--- src/rtl/syn_syscall_unit.sv ---
// Syscall decode, display FIFO and run-state machine (RUN/PAUSED/STEP/EXITED) for the CPU top.
// Latency: halt is combinational; FIFO head visible the cycle after a push into an empty FIFO; exited one edge after the exit syscall.
// Backpressure: halt stalls the CPU only when a display push meets a full FIFO with no pop, or while paused/exited.
//
// Ports: clk/rst_n (sync active-low), en (CPU step enable), syscall_en/data_v0/data_a0 (request),
//        resume (debounced button, edge-detected), disp_rd (display pop),
//        disp_data/disp_dec/disp_valid/fifo_count (FIFO head and occupancy), halt, exited.
module syn_syscall_unit #(
    parameter int DATA_W     = 32,
    parameter int FIFO_DEPTH = 4,
    parameter int V0_HEX     = 34,
    parameter int V0_DEC     = 1,
    parameter int V0_EXIT    = 10,
    parameter int CNT_W      = $clog2(FIFO_DEPTH + 1)
) (
    input  logic              clk,
    input  logic              rst_n,
    input  logic              en,
    input  logic              syscall_en,
    input  logic [DATA_W-1:0] data_v0,
    input  logic [DATA_W-1:0] data_a0,
    input  logic              resume,
    input  logic              disp_rd,
    output logic [DATA_W-1:0] disp_data,
    output logic              disp_dec,
    output logic              disp_valid,
    output logic [CNT_W-1:0]  fifo_count,
    output logic              halt,
    output logic              exited
);

    localparam int PTR_W = (FIFO_DEPTH > 1) ? $clog2(FIFO_DEPTH) : 1;
    localparam logic [DATA_W-1:0] HEX_CODE  = DATA_W'(V0_HEX);
    localparam logic [DATA_W-1:0] DEC_CODE  = DATA_W'(V0_DEC);
    localparam logic [DATA_W-1:0] EXIT_CODE = DATA_W'(V0_EXIT);
    localparam logic [CNT_W-1:0]  FULL_CNT  = CNT_W'(FIFO_DEPTH);

    typedef enum logic [1:0] {
        ST_RUN    = 2'd0,
        ST_PAUSED = 2'd1,
        ST_STEP   = 2'd2,
        ST_EXITED = 2'd3
    } state_t;

    state_t            state_q, state_d;
    logic [PTR_W-1:0]  wr_ptr_q, wr_ptr_d;
    logic [PTR_W-1:0]  rd_ptr_q, rd_ptr_d;
    logic [CNT_W-1:0]  count_q, count_d;
    logic              resume_q;
    logic              exited_q, exited_d;
    logic [DATA_W-1:0] data_mem_q [FIFO_DEPTH];
    logic              dec_mem_q  [FIFO_DEPTH];

    logic is_disp, is_exit, is_pause, is_dec, full, empty, res_edge;
    logic push_ok, pop_ok;

    always_comb begin
        is_dec   = (data_v0 == DEC_CODE);
        is_disp  = syscall_en & ((data_v0 == HEX_CODE) | is_dec);
        is_exit  = syscall_en & (data_v0 == EXIT_CODE);
        is_pause = syscall_en & ~is_disp & ~is_exit;
        full     = (count_q == FULL_CNT);
        empty    = (count_q == '0);
        res_edge = resume & ~resume_q;

        // A pop in the same cycle frees the slot, so a full FIFO still accepts the push.
        push_ok  = en & (state_q == ST_RUN) & is_disp & (~full | disp_rd);
        // Pops run regardless of en; the display side has its own pace.
        pop_ok   = disp_rd & ~empty;

        wr_ptr_d = push_ok ? wr_ptr_q + PTR_W'(1) : wr_ptr_q;
        rd_ptr_d = pop_ok  ? rd_ptr_q + PTR_W'(1) : rd_ptr_q;
        count_d  = count_q;
        if (push_ok && !pop_ok) count_d = count_q + CNT_W'(1);
        if (pop_ok && !push_ok) count_d = count_q - CNT_W'(1);

        state_d = state_q;
        if (en) begin
            case (state_q)
                ST_RUN: begin
                    if (is_pause)     state_d = ST_PAUSED;
                    else if (is_exit) state_d = ST_EXITED;
                end
                ST_PAUSED: if (res_edge) state_d = ST_STEP;
                ST_STEP:   state_d = ST_RUN;
                default:   state_d = ST_EXITED;
            endcase
        end
        exited_d = (state_d == ST_EXITED);

        // STEP ignores syscall_en so the pausing syscall retires exactly once.
        case (state_q)
            ST_RUN:    halt = (is_disp & full & ~disp_rd) | is_pause | is_exit;
            ST_STEP:   halt = 1'b0;
            default:   halt = 1'b1;
        endcase
    end

    always_ff @(posedge clk) begin
        if (!rst_n) begin
            state_q  <= ST_RUN;
            wr_ptr_q <= '0;
            rd_ptr_q <= '0;
            count_q  <= '0;
            resume_q <= 1'b0;
            exited_q <= 1'b0;
        end else begin
            state_q  <= state_d;
            wr_ptr_q <= wr_ptr_d;
            rd_ptr_q <= rd_ptr_d;
            count_q  <= count_d;
            resume_q <= resume;
            exited_q <= exited_d;
        end
    end

    // Payload storage needs no reset; the empty flag masks stale contents.
    always_ff @(posedge clk) begin
        if (rst_n && push_ok) begin
            data_mem_q[wr_ptr_q] <= data_a0;
            dec_mem_q[wr_ptr_q]  <= is_dec;
        end
    end

    assign disp_valid = ~empty;
    assign disp_data  = empty ? '0 : data_mem_q[rd_ptr_q];
    assign disp_dec   = empty ? 1'b0 : dec_mem_q[rd_ptr_q];
    assign fifo_count = count_q;
    assign exited     = exited_q;

endmodule

--- config.mk ---
export PLATFORM = sky130hd
export DESIGN_NAME = syn_syscall_unit
export DESIGN_NICKNAME = d
export VERILOG_FILES = /design/src/rtl/syn_syscall_unit.sv
export SDC_FILE = /design/constraint.sdc
export NUM_CORES = 1
export LEC_CHECK = 0
export ABC_AREA = 0
export CAP_MARGIN = 5
export CORE_MARGIN = 2
export CORE_UTILIZATION = 56
export CTS_CLUSTER_SIZE = 40
export DETAILED_ROUTE_END_ITERATION = 12
export PLACE_DENSITY = 0.85
export SYNTH_ARGS = -nofsm -noshare
export SYNTH_HDL_FRONTEND = slang
export SYNTH_SLANG_ARGS = --single-unit
--- constraint.sdc ---
create_clock -name clk -period 14 [get_ports clk]
set_input_delay 3.5 -clock clk [delete_from_list [all_inputs] [get_ports clk]]
set_output_delay 3.5 -clock clk [all_outputs]
set_load 0.01 [all_outputs]
==> out/qor.yml <==
ys_sh_aoi: 0.0143
ys_cells: 307
drv_slew: 0
worstSkewPairLatency_ns: 0.51
cp_slowest_cell: "or4_4"
critical_path.max_fanout: 3
swShare: 0.186
crit_buf_inv: 2
required_ns: 10.50
route.met2.wl_um: 6120
ys_seq_frac: 0.731
yosysChipArea_mm2: 0.00578
grt_pass1_vias: 3399
num_rows: 37
rsz0062_at_grt: "false"
mostFrequentLayoutCells: "132 x edfxtp_1, 108 x clkdlybuf4s50_1, 35 x and2_1"
syn_area_mm2: 0.00578
synth.cellmix.xorXnorShare: 0.00606
hold_class: "reg2reg"
clkPwrFrac: 0.475
timing.critical_path.max_delay_family: "buffers and inverters"
relSlewSlack: 0.231
finalHoldViolations: 0
fin_ws_ns: 5.01
syn_to_final_growth_pct: 32.1
track_usage: 0.217
first_pass_iters: 4
via_per_inst: 5.55
p_seq_frac: 0.493
cap_violations: 0
htreeDepth: 4
crit_path_frequent_cell: "clkdlybuf4s50_1"
cts_tree: "done"
synth_warnings: 0
critPathCaptureType: "output port"
cellLeakagePower_uw: 0.00246
fp_util: 0.568
wl_um: 11300
post_cts_buffers: 0
power_frac_comb: 0.032
avgSynthCellArea_um2: 18.8
hold_slack_ns: 0.514
peakVddDrop_mv: 0.0949
antenna_found_initial: 0
worstSetupPathType: "in2out"
cts.sinks: 145
drc: 0
status: "finished clean"
## kinds of logic after synthesis
group / count (synthesis)
mux: 36
simple gates: 80
flops: 145
fa+ha+maj: 6
compound gates: 12
xor+xnor: 4
buf+inv: 24
## cell type report
class	count	area, um^2
multi-input combinational	138	1480
inverter	10	37.5
fill	606	2550
sequential	145	4230
tap	136	170
clock buffer	18	418
clock inverter	14	189
timing repair buffer	113	1120
## final timing paths
| path | start | endpoint | slack (ns) | cells after the start |
|---|---|---|---|---|
| hold reg to reg | wr_ptr_q[0] | wr_ptr_q[0] | 0.51 | 2 |
| setup reg to reg | state_q[1] | dec_mem_q[3] | 10.86 | 5 |
| hold / removal | wr_ptr_q[0] | wr_ptr_q[0] | 0.51 | 2 |
| setup / recovery | data_v0[4] | halt | 5.01 | 6 |
## synthesized netlist by cell type (all sizes together) (2+ instances only)
master / instances / area share
xor2: 3 / 0.0045
nor4b: 2 / 0.0030
nand2b: 3 / 0.0032
nor3: 5 / 0.0043
buf: 4 / 0.0045
mux2i: 2 / 0.0035
o21ai: 3 / 0.0026
and2: 35 / 0.038
nand4: 2 / 0.0022
dfxtp: 13 / 0.045
ha: 5 / 0.011
a21oi: 3 / 0.0026
edfxtp: 132 / 0.69
mux4: 33 / 0.13
inv: 9 / 0.0058
clkbuf: 10 / 0.0065
nor2b: 2 / 0.0022
nand3: 2 / 0.0017
or4: 3 / 0.0054
or3: 3 / 0.0032
nor4: 7 / 0.0076
nand2: 6 / 0.0039
nor2: 7 / 0.0045
## metrics by stage
step           cells  instance area (um^2)  total power [uW]
6_report         574                  7640               959
3_5_place_dp     542                  7030               512
3_3_place_gp     542                  7030               510
5_1_grt          574                  7640               989
2_1_floorplan    307                  5780               486
4_1_cts          574                  7640               965
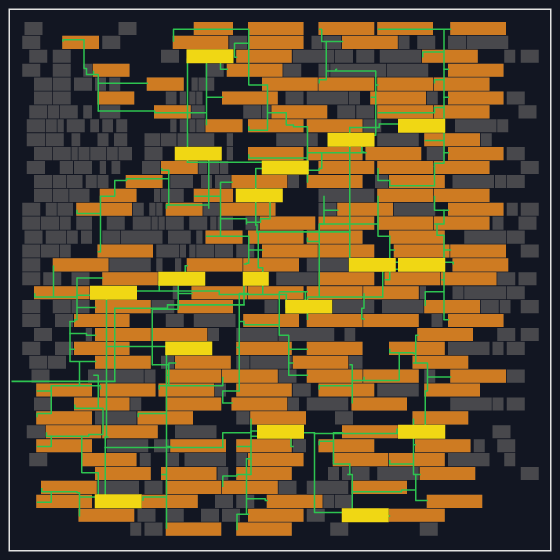
Figure 1: routed clock nets over the placement.
green -> clock wires  # length 1490 um
yellow -> clock-net drivers  # count 17
orange -> flip-flops  # count 145
flops lie = all over the die

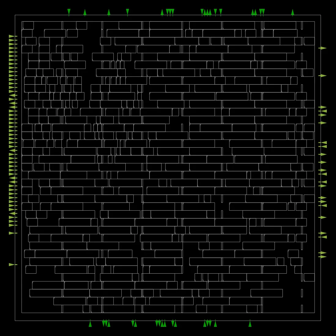
Figure 2: placed standard cells.
core area: 0.0102 mm^2
Final Util: 0.750
num tapcells: 136

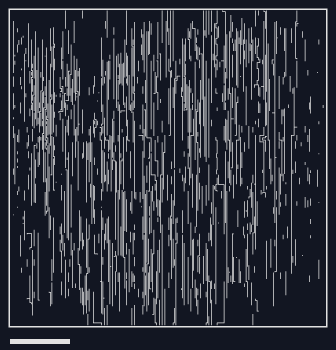
Figure 3: M2 wires.
Bar = 20 um.
longest straight run = 67.0 um
main direction = vertical
wire length on this layer = 6120 um
share of all routed wire = 54%
nets with wire on the layer = 455

Power is estimated from default activity; no workload was simulated.
